### src/rtl/cycle_lock_pkg.sv
// Shared definitions for the cycle-lock datapath (code entry front-end and pattern checker).
package cycle_lock_pkg;

  localparam int CODE_W = 16;

  typedef enum logic [1:0] {
    IDLE,
    COLLECT,
    READY
  } entry_state_t;

  typedef logic [CODE_W-1:0] code_t;

endpackage

### src/rtl/entry_timeout_timer.sv
// Inactivity timer for partial code entries; expire flags the last idle cycle allowed.
module entry_timeout_timer #(
  parameter int TIMEOUT_CYC = 1000
) (
  input  logic clk,
  input  logic rst,
  input  logic load,
  input  logic clear,
  output logic expire
);

  localparam int W = (TIMEOUT_CYC > 2) ? $clog2(TIMEOUT_CYC) : 1;
  localparam logic [W-1:0] LAST = W'(TIMEOUT_CYC - 1);

  logic [W-1:0] count;

  // Parks at LAST so expire stays asserted until the owner reacts and clears it.
  always_ff @(posedge clk or posedge rst) begin
    if (rst) begin
      count <= '0;
    end else if (clear || load) begin
      count <= '0;
    end else if (count != LAST) begin
      count <= count + W'(1);
    end
  end

  assign expire = !clear && !load && (count == LAST);

endmodule

### src/rtl/code_entry_collector.sv
// Serial-to-parallel code entry collector with valid/ready hand-off to the pattern checker.
// Optional inactivity timeout is built when CODE_ENTRY_TIMEOUT_EN is defined.
module code_entry_collector #(
  parameter int CODE_W      = cycle_lock_pkg::CODE_W,
  parameter int TIMEOUT_CYC = 1000
) (
  input  logic                        clk,
  input  logic                        rst,
  input  logic                        clear,
  input  logic                        bit_in,
  input  logic                        bit_valid,
  output logic [CODE_W-1:0]           code_out,
  output logic                        code_valid,
  input  logic                        code_ready,
  output logic [$clog2(CODE_W+1)-1:0] bit_count,
  output logic                        busy,
  output logic                        overrun,
  output logic                        timeout
);

  import cycle_lock_pkg::*;

  localparam int CNT_W = $clog2(CODE_W + 1);

  if (CODE_W < 2 || TIMEOUT_CYC < 2) begin : g_param_check
    $error("code_entry_collector: CODE_W and TIMEOUT_CYC must be at least 2");
  end

  entry_state_t     state, state_next;
  logic [CODE_W-1:0] shift_q, shift_next;
  logic [CNT_W-1:0]  count_q, count_next;
  logic              overrun_next, timeout_next;
  logic              expire;

`ifdef CODE_ENTRY_TIMEOUT_EN
  entry_timeout_timer #(
    .TIMEOUT_CYC(TIMEOUT_CYC)
  ) u_timer (
    .clk   (clk),
    .rst   (rst),
    .load  (bit_valid),
    .clear (clear || (state != COLLECT)),
    .expire(expire)
  );
`else
  assign expire = 1'b0;
`endif

  // clear outranks everything; in READY a handshake outranks the overrun check.
  always_comb begin
    state_next   = state;
    shift_next   = shift_q;
    count_next   = count_q;
    overrun_next = 1'b0;
    timeout_next = 1'b0;
    if (clear) begin
      state_next = IDLE;
      count_next = '0;
    end else begin
      case (state)
        IDLE: begin
          if (bit_valid) begin
            shift_next = {shift_q[CODE_W-2:0], bit_in};
            count_next = CNT_W'(1);
            state_next = COLLECT;
          end
        end
        COLLECT: begin
          if (bit_valid) begin
            shift_next = {shift_q[CODE_W-2:0], bit_in};
            if (count_q != CNT_W'(CODE_W)) begin
              count_next = count_q + CNT_W'(1);
            end
            if (count_q == CNT_W'(CODE_W - 1)) begin
              state_next = READY;
            end
          end else if (expire) begin
            state_next   = IDLE;
            count_next   = '0;
            timeout_next = 1'b1;
          end
        end
        READY: begin
          if (code_ready) begin
            if (bit_valid) begin
              shift_next = {shift_q[CODE_W-2:0], bit_in};
              count_next = CNT_W'(1);
              state_next = COLLECT;
            end else begin
              count_next = '0;
              state_next = IDLE;
            end
          end else if (bit_valid) begin
            overrun_next = 1'b1;
          end
        end
        default: begin
          state_next = IDLE;
          count_next = '0;
        end
      endcase
    end
  end

  always_ff @(posedge clk or posedge rst) begin
    if (rst) begin
      state   <= IDLE;
      shift_q <= '0;
      count_q <= '0;
      overrun <= 1'b0;
      timeout <= 1'b0;
    end else begin
      state   <= state_next;
      shift_q <= shift_next;
      count_q <= count_next;
      overrun <= overrun_next;
      timeout <= timeout_next;
    end
  end

  assign code_out   = shift_q;
  assign bit_count  = count_q;
  assign code_valid = (state == READY);
  assign busy       = (state == COLLECT);

endmodule

### config.mk
export PLATFORM = sky130hd
export DESIGN_NAME = code_entry_collector
export DESIGN_NICKNAME = d
export VERILOG_FILES = /design/src/rtl/cycle_lock_pkg.sv /design/src/rtl/entry_timeout_timer.sv /design/src/rtl/code_entry_collector.sv
export SDC_FILE = /design/constraint.sdc
export NUM_CORES = 1
export LEC_CHECK = 0
export CORE_ASPECT_RATIO = 0.6
export CORE_MARGIN = 2
export CORE_UTILIZATION = 40
export DETAILED_ROUTE_END_ITERATION = 16
export PLACE_DENSITY = 0.71
export SYNTH_ARGS = -nofsm -noshare
export SYNTH_HDL_FRONTEND = slang
export SYNTH_SLANG_ARGS = --single-unit
### constraint.sdc
create_clock -name clk -period 1.94 [get_ports clk]
set_input_delay 0.388 -clock clk [delete_from_list [all_inputs] [get_ports clk]]
set_output_delay 0.388 -clock clk [all_outputs]
set_load 0.01 [all_outputs]
io_placement.png
The bar under the picture is 20 um long. Pins as bars across the die edge, other pins in gray.
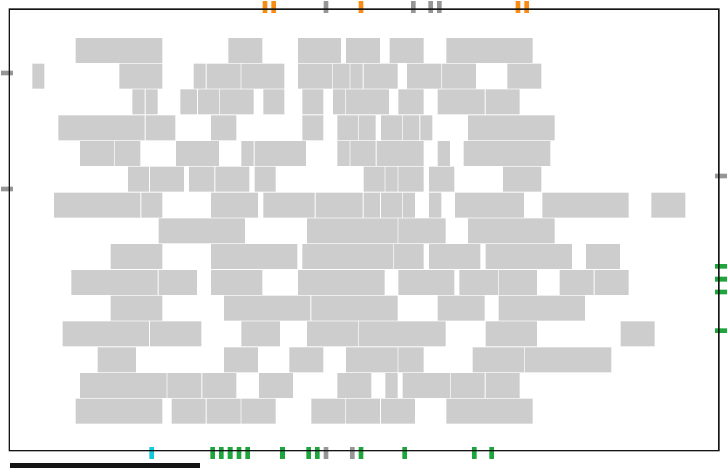
Orange stands for `bit_count`, pins 5, direction output, edge top. Cyan stands for `clk`, pins 1, direction input, edge bottom. Green stands for `code_out`, pins 16, direction output, edge 12 bottom, 4 right.

cell_density.png
7 x 5 tiles, from white (low) to dark blue (high), 0 to 100% covered.
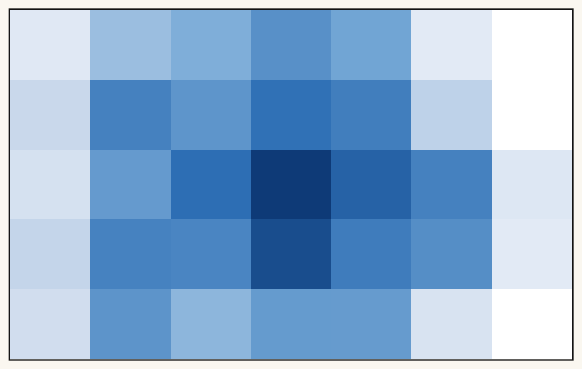
The fullest tile reaches 96%. 8.6% of the tiles are nearly empty. The emptiest ninth of the die: upper right. The densest ninth of the die: center.

sizes.png
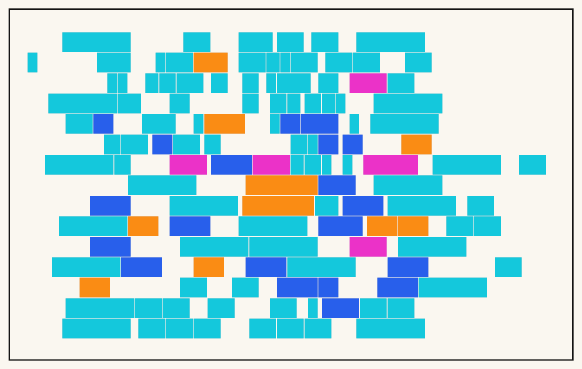
Cyan stands for _0 and _1 cells, cells 93, share 73%. Magenta stands for _6 and larger, cells 5, share 3.9%. Blue stands for _3 and _4 cells, cells 20, share 16%. Orange stands for _2 cells, cells 10, share 7.8%.

==> results.txt <==
run results: OpenROAD warning count 27, Via-to-Cell Ratio 4.75, warning count from the yosys run 0, 1st-pass router iterations 4, antenna-violating nets left 0, total count of hold-check failures in the final report 0, post-route fraction of the period consumed by the critical path 96.5%, power density normalized to cell area 1060 nW/um^2, path class of the lowest-slack min-delay path input port to async pin, Core Footprint 2870 um^2, most instantiated flip-flop cell in the synthesis netlist sky130_fd_sc_hd__dfrtp_1, Post-synth EDFFs 0, type of origin of the critical path flop, outcome completed, placement row count 15, Critical Path Max Stage Delay 0.56 ns, most instantiated logic cell after routing sky130_fd_sc_hd__clkdlybuf4s50_1, # diodes 0, cell count in the Yosys report 92, GP Congestion 0.831, hold-fix buffer count after cts 0, number of distinct library cells after synthesis 29, First DRT Iteration DRCs 35, fraction of registers with async set or reset after synthesis 100%, number of sinks handled by clock tree synthesis 24, maximum VDD drop 0.625 mV, Total Nets Final 138, total overflow reported by the global router 0, Root Buffer sky130_fd_sc_hd__clkbuf_8, cells along the critical path nor2b_4, clkdlybuf4s50_1, summed negative setup slack over all endpoints 0 ns, final routed wire length divided by cell count 13.5 um, Post-Syn Instances 92, post-synthesis average cell area 13.0 um^2, post-synthesis chip area from yosys 1200 um^2, cells on worst reg2reg path 5, highest-count cells in the layout ignoring fill and taps 28 x sky130_fd_sc_hd__clkdlybuf4s50_1, 22 x sky130_fd_sc_hd__dfrtp_1, 10 x sky130_fd_sc_hd__mux2_4, 7 x sky130_fd_sc_hd__inv_1, chip area 3470 um^2, cts bufs inserted 3, aggregate global-route resource usage 14.4%, total of flip-flops plus latches after synthesis 24, number of global-route vias before repair 722, detailed-route wire length 2300 um, wire length of the first global-routing pass 3640 um
==> area by class of cell <==
type	count	area, um^2	area share, %
Multi-Input combinational cell	57	543	33.2
Sequential cell	24	603	36.8
Inverter	7	26.3	1.60
Clock buffer	4	55.1	3.36
Tap cell	42	52.6	3.21
Timing Repair Buffer	36	358	21.8
==> where the power goes <==
| part | total, uW | switching (uW) | internal, uW |
|---|---|---|---|
| clock network | 327 | 146 | 181 |
| registers | 763 | 119 | 645 |
| logic | 639 | 203 | 437 |
==> what timing repair did <==
item | 4_1_cts | 5_1_grt
gates resized | 4 | 1
buffers inserted | 0 | 0
setup endpoints to repair | 2 | 1
==> how the worst max path moves through the flow <==
| stage | from | endpoint | depth (start not counted) |
|---|---|---|---|
| 2_1_floorplan | bit_count[0] | state[0] | 5 |
| 3_3_place_gp | code_ready | code_out[15] | 5 |
| 3_5_place_dp | code_ready | code_out[1] | 5 |
| 4_1_cts | state[1] | busy | 3 |
| 5_1_grt | state[0] | code_valid | 2 |
| 6_report | state[0] | code_valid | 2 |
==> logic make-up after synthesis <==
family                   count (synthesis)  synth area share [%]
multiplexers                            18                  19.8
adder cells (fa/ha/maj)                  3                  3.13
AND-OR/OR-AND                           10                  8.03
AND/OR/NAND/NOR                         25                  13.3
flip-flops                              24                  50.1
other                                    1                 0.313
buffers and inverters                   11                  5.32
==> routing by layer <==
| layer | track usage (%) | up-vias | part of all wire, % | wire length (um) |
|---|---|---|---|---|
| li1 | - | 390 | - | - |
| met1 | 21.3 | 396 | 48 | 1100 |
| met2 | 20.7 | 20 | 46 | 1070 |
| met3 | 3.72 | 2 | 4.9 | 112 |
| met4 | 4.29 | 0 | 0.87 | 20 |
| met5 | 0 | - | 0 | 0 |
==> critical path: cells and delay by family, from the launching register on <==
kind | cells | cell delay (ns)
flops | 1 | 0.47
buf+inv | 1 | 0.56
simple gates | 1 | 0.19
==> cells in the mapped netlist, types with 3 or more instances <==
library cell	number	share of area [%]
sky130_fd_sc_hd__inv_1	7	2.2
sky130_fd_sc_hd__nand2b_1	6	3.1
sky130_fd_sc_hd__and3_1	3	1.6
sky130_fd_sc_hd__nor2_1	5	1.6
sky130_fd_sc_hd__mux2_4	10	13
sky130_fd_sc_hd__dfrtp_1	24	50
sky130_fd_sc_hd__a221o_1	3	2.5
sky130_fd_sc_hd__mux2_2	6	5.6
sky130_fd_sc_hd__ha_1	3	3.1
==> registers in the layout, summed over array words and instances (netlist names) <==
name	cells
overrun	1
state	2
code_out	16
bit_count	5
==> metrics by stage <==
stage / util [%] / std cells / setup WS (ns) / power (uW) / hold WS, ns
floorplan: - / 92 / 0.310 / 1060 / 0.403
global placement: 54.7 / 166 / 0.121 / 1400 / 0.506
detailed placement: 54.7 / 166 / 0.0803 / 1420 / 0.498
CTS: 56.9 / 170 / 0.000765 / 1760 / 0.467
global route: 57.0 / 170 / 0.00506 / 1820 / 0.510
finish: 57.0 / 170 / 0.0684 / 1730 / 0.464
Power is estimated from default activity; no workload was simulated.
